**config.mk**
```make
export PLATFORM = sky130hd
export DESIGN_NAME = serial_result_writer
export DESIGN_NICKNAME = d
export VERILOG_FILES = /design/src/rtl/serial_result_writer.sv
export SDC_FILE = /design/constraint.sdc
export NUM_CORES = 1
export LEC_CHECK = 0
export ABC_AREA = 1
export CORE_ASPECT_RATIO = 0.9
export CORE_MARGIN = 2
export CORE_UTILIZATION = 57
export DETAILED_ROUTE_END_ITERATION = 8
export PLACE_DENSITY_LB_ADDON = 0.1
export SETUP_SLACK_MARGIN = 0.1
export SLEW_MARGIN = 20
export SYNTH_ARGS = -nofsm -noshare
export SYNTH_HDL_FRONTEND = slang
export SYNTH_SLANG_ARGS = --single-unit
```
**constraint.sdc**
```tcl
create_clock -name clk -period 2.45 [get_ports clk]
set_input_delay 0.245 -clock clk [delete_from_list [all_inputs] [get_ports clk]]
set_output_delay 0.245 -clock clk [all_outputs]
set_load 0.05 [all_outputs]
```
**src/rtl/serial_result_writer.sv**
```systemverilog
`default_nettype none
// ============================================================================
// Module   : serial_result_writer
// Brief    : Buffers PE results and writes them one byte per cycle to the
//            8-bit result memory; SERIAL_WR_SATURATE_EN selects 1-byte mode.
// Revision : 1.0
// ============================================================================
module serial_result_writer #(
    parameter int RES_W      = 16,
    parameter int ADDR_W     = 6,
    parameter int NUM_RES    = 9,
    parameter int FIFO_DEPTH = 4
) (
    input  logic              clk,
    input  logic              rst,
    input  logic              en,
    input  logic [7:0]        result_baseaddr,
    input  logic              res_valid,
    input  logic [RES_W-1:0]  res_data,
    output logic              res_ready,
    output logic              we,
    output logic [ADDR_W-1:0] addr,
    output logic [7:0]        d,
    output logic              busy,
    output logic              is_done_o
);

    localparam int c_PTR_W = $clog2(FIFO_DEPTH);
    localparam int c_CNT_W = $clog2(FIFO_DEPTH + 1);
    localparam int c_IDX_W = $clog2(NUM_RES + 1);

    localparam logic [c_CNT_W-1:0] c_FULL     = c_CNT_W'(FIFO_DEPTH);
    localparam logic [c_IDX_W-1:0] c_LAST_IDX = c_IDX_W'(NUM_RES - 1);
    localparam logic [c_IDX_W-1:0] c_NUM_RES  = c_IDX_W'(NUM_RES);

    typedef enum logic [2:0] {
        S_IDLE  = 3'd0,
        S_ARM   = 3'd1,
        S_WR_LO = 3'd2,
        S_WR_HI = 3'd3,
        S_DONE  = 3'd4
    } state_t;

    state_t               r_state;
    logic [RES_W-1:0]     r_fifo [FIFO_DEPTH];
    logic [c_PTR_W-1:0]   r_wr_ptr;
    logic [c_PTR_W-1:0]   r_rd_ptr;
    logic [c_CNT_W-1:0]   r_count;
    logic [c_IDX_W-1:0]   r_res_idx;
    logic [c_IDX_W-1:0]   r_acc_cnt;
    logic [7:0]           r_base;
    logic [RES_W-1:0]     r_hold;

    logic                 w_empty;
    logic                 w_full;
    logic                 w_last;
    logic                 w_push;
    logic                 w_pop;
    logic                 w_final;
    logic [7:0]           w_idx8;
    logic [7:0]           w_addr_lo;
    logic [7:0]           w_addr_hi;

    assign w_empty = (r_count == '0);
    assign w_full  = (r_count == c_FULL);
    assign w_last  = (r_res_idx == c_LAST_IDX);
    assign w_idx8  = 8'(r_res_idx);

    // Only accept while a job is armed, and never more than one job's worth.
    assign res_ready = ((r_state == S_ARM) || (r_state == S_WR_LO) || (r_state == S_WR_HI))
                       && !w_full && (r_acc_cnt != c_NUM_RES);
    assign w_push    = res_valid && res_ready;

`ifdef SERIAL_WR_SATURATE_EN
    assign w_addr_lo = r_base + w_idx8;
    assign w_final   = (r_state == S_WR_LO);

    function automatic logic [7:0] sat8(input logic [RES_W-1:0] v);
        logic [7:0] r;
        if (!v[RES_W-1] && (|v[RES_W-2:7]))
            r = 8'h7F;
        else if (v[RES_W-1] && !(&v[RES_W-2:7]))
            r = 8'h80;
        else
            r = v[7:0];
        return r;
    endfunction
`else
    assign w_addr_lo = r_base + (w_idx8 << 1);
    assign w_final   = (r_state == S_WR_HI);
`endif
    assign w_addr_hi = w_addr_lo + 8'd1;

    always_comb begin
        w_pop = 1'b0;
        if (r_state == S_ARM)
            w_pop = !w_empty;
        else if (w_final)
            w_pop = !w_empty && !w_last;
    end

    always_ff @(posedge clk) begin
        if (w_push)
            r_fifo[r_wr_ptr] <= res_data;
    end

    always_ff @(posedge clk or negedge rst) begin
        if (!rst) begin
            r_state   <= S_IDLE;
            r_wr_ptr  <= '0;
            r_rd_ptr  <= '0;
            r_count   <= '0;
            r_res_idx <= '0;
            r_acc_cnt <= '0;
            r_base    <= '0;
            r_hold    <= '0;
            we        <= 1'b0;
            addr      <= '0;
            d         <= '0;
            busy      <= 1'b0;
            is_done_o <= 1'b0;
        end else begin
            we        <= 1'b0;
            is_done_o <= 1'b0;

            if (w_push) begin
                r_wr_ptr  <= r_wr_ptr + 1'b1;
                r_acc_cnt <= r_acc_cnt + 1'b1;
            end
            if (w_pop) begin
                r_rd_ptr <= r_rd_ptr + 1'b1;
                r_hold   <= r_fifo[r_rd_ptr];
            end
            if (w_push && !w_pop)
                r_count <= r_count + 1'b1;
            else if (!w_push && w_pop)
                r_count <= r_count - 1'b1;

            case (r_state)
                S_IDLE: begin
                    if (en) begin
                        // Start from a clean FIFO so nothing from an older job leaks in.
                        r_base    <= result_baseaddr;
                        r_res_idx <= '0;
                        r_acc_cnt <= '0;
                        r_wr_ptr  <= '0;
                        r_rd_ptr  <= '0;
                        r_count   <= '0;
                        busy      <= 1'b1;
                        r_state   <= S_ARM;
                    end
                end
                S_ARM: begin
                    if (w_pop)
                        r_state <= S_WR_LO;
                end
                S_WR_LO: begin
                    we   <= 1'b1;
                    addr <= w_addr_lo[ADDR_W-1:0];
`ifdef SERIAL_WR_SATURATE_EN
                    d    <= sat8(r_hold);
`else
                    d    <= r_hold[7:0];
                    r_state <= S_WR_HI;
`endif
                end
                S_WR_HI: begin
                    we   <= 1'b1;
                    addr <= w_addr_hi[ADDR_W-1:0];
                    d    <= r_hold[15:8];
                end
                S_DONE: begin
                    is_done_o <= 1'b1;
                    busy      <= 1'b0;
                    r_state   <= S_IDLE;
                end
                default: r_state <= S_IDLE;
            endcase

            // The last byte of a result decides whether to finish, chain or wait.
            if (w_final) begin
                r_res_idx <= r_res_idx + 1'b1;
                if (w_last)
                    r_state <= S_DONE;
                else if (w_pop)
                    r_state <= S_WR_LO;
                else
                    r_state <= S_ARM;
            end
        end
    end

endmodule
`default_nettype wire

```
==> images/m1.png <==
Bar = 20 um. Supply wires on this layer in grey.
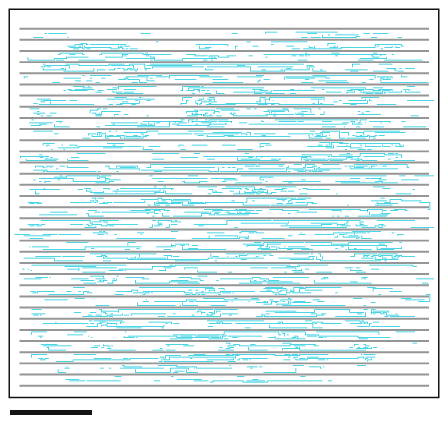
The layer holds 45% of the routed length. The layer carries 4870 um of wire.
met1 usage in global routing: 31.5%
total vias in the final route: 3632
routed wire length: 10.9 mm

==> images/m2.png <==
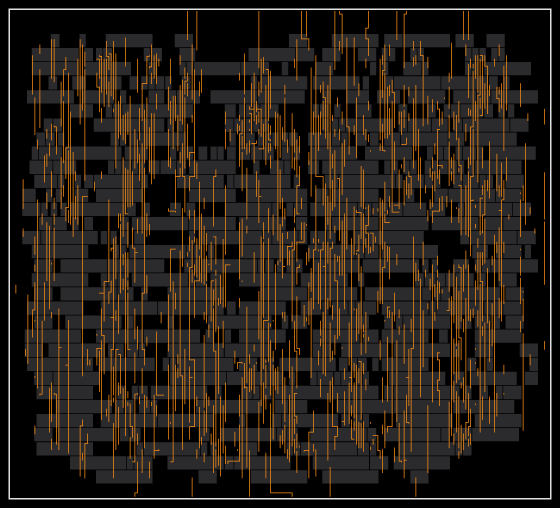
472 nets have wire on it. The longest straight run is 38.1 um. The layer holds 48% of the routed length.
met2 GRT Util: 38.3%

==> deck_impl_summary.md <==
Implementation Results

Outcome
  – Result of the run: complete, no violations

Power
  – Standby leakage power: 0.00265 uW

Layout
  – Most numerous logic cell after layout: sky130_fd_sc_hd__nand2_1
  – Area overhead of the layout relative to synthesis: 22.4%
  – Most used cells in the layout excluding fill and tap cells: sky130_fd_sc_hd__nand2_1, sky130_fd_sc_hd__edfxtp_1, sky130_fd_sc_hd__o21ai_0, sky130_fd_sc_hd__dfrtp_1, sky130_fd_sc_hd__nor2_1
  – Antenna diodes: 0
  – Top register by number of flip-flops: r_fifo
  – Layout cells sized above 1: 10.0%
  – Final Net Count: 582
  – Max reg flops: 64

Logic synthesis
  – Most frequent cell after synthesis: sky130_fd_sc_hd__nand2_1
  – Parity-gate share of the synthesized area counting xor and xnor cells: 1.02%
  – Area fraction in mux cells: 0%
  – Top FF cell, synth: sky130_fd_sc_hd__edfxtp_1
  – Leading post-synthesis cells by cell area: sky130_fd_sc_hd__edfxtp_1, sky130_fd_sc_hd__dfrtp_1, sky130_fd_sc_hd__o21ai_0, sky130_fd_sc_hd__nand2_1, sky130_fd_sc_hd__nor2_1
  – Commonest cells in the synthesized netlist: sky130_fd_sc_hd__nand2_1, sky130_fd_sc_hd__edfxtp_1, sky130_fd_sc_hd__o21ai_0
  – Max-area cell share: 37.2%
  – Number of standard cells after synthesis: 480
  – # Cells Yosys: 480
  – Share of synthesized registers carrying an async set or reset: 47.1%

Clock tree
  – Clock net sink count: 121
  – Maximum level of the CTS H-tree: 4
  – Reg clk slew, reported paths: 0.06 ns
  – Insertion delay at the late pin of the worst-skew pair: 0.52 ns
  – Maximum buffer depth of the clock tree: 2
  – Buffers inserted during post-CTS setup optimization: 0
  – Post-cts gate resize count: 1

Worst hold path
  – Startpoint of the most critical hold path: result_baseaddr[4]
  – Count of cells along the worst hold path: 3

Routing
  – Met2 wire length: 5.24 mm
  – Average routed wire per standard cell: 16.2 um
  – Detailed Routing Iterations Pass 1: 5
  – Wire length on met3: 672 um
  – Number of DRC violations after detailed-routing iteration 0: 275
  – M1 WL: 4.87 mm
  – DRT antenna net count: 0

Place
  – Buffers on Ports: 43
  – Gpl congestion: 0.778
  – HPWL reported at the end of detailed placement: 6.49 mm
  – Dpl cell area: 0.00574 mm2

Die
  – Starting utilization of the core area: 59.4%
  – Std cell rows: 32
  – Die Size: 0.00984 mm2

Worst setup path
  – Startpoint types: flop
  – Reg-to-reg critical path startpoint: r_res_idx[0]
  – CP top delay family: buffers and inverters
  – R2r worst-path depth: 9
  – CP max-delay cell: sky130_fd_sc_hd__dlygate4sd2_1
  – Category of the critical setup timing path: flop to primary output
  – Worst setup path end: res_ready
  – Peak per-stage delay on the critical path: 0.52 ns

STA
  – Minimum period implied by the final worst setup slack: 2.20 ns
  – Fraction of the cycle the final worst path needs: 89.7%
  – Worst Clk Skew: 0.0109 ns
  – Number of failing hold endpoints at the final stage: 0
  – Final setup violation count: 0

GRT
  – Global-route layer with the greatest usage: met2
  – Via count of the first global-routing pass: 3584
  – Global Route Usage Sum: 23.7%
  – Total congestion overflow after global routing: 0

Job
  – OpenROAD warnings: 35
  – Number of max-cap violations: 0
==> images/m3.png <==
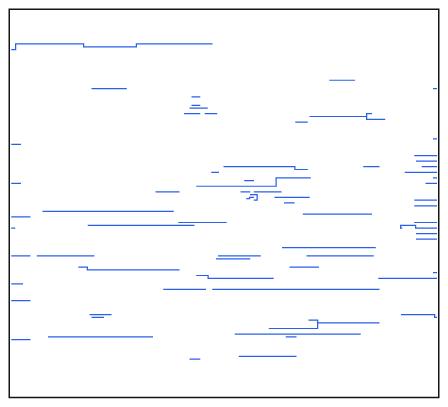
The layer holds 6.2% of the routed length. The wires run mostly horizontal.
GRT met3 Usage: 6.45%

[final cells by class]
cell class                      instances  area [um2]  area share [%]
Clock buffer                           18         418            6.61
Tap cell                              119         149            2.35
Inverter                               55         206            3.26
Timing Repair Buffer                   55         517            8.17
Multi-Input combinational cell        287        1530            24.2
Sequential cell                       121        3350            52.9
Clock inverter                         14         156            2.47
[metrics by stage]
stage	hold WS (ns)	instances	util (%)	power, uW	worst slack [ns]
final	0.268	669	72.8	9110	0.253
after detailed placement	0.430	636	66.1	6660	0.504
after CTS	0.251	669	72.8	9160	0.225
after global routing	0.269	669	72.8	9710	0.130
after global placement	0.426	636	66.1	6540	0.522
after floorplan	-0.0506	480	-	5630	0.269
[power by group]
group,switching [uW],internal [uW]
combinational,2420,1140
sequential,318,2820
clock,880,1530
total,3620,5490
No activity file was given, so power comes from the tool's default toggle rates.
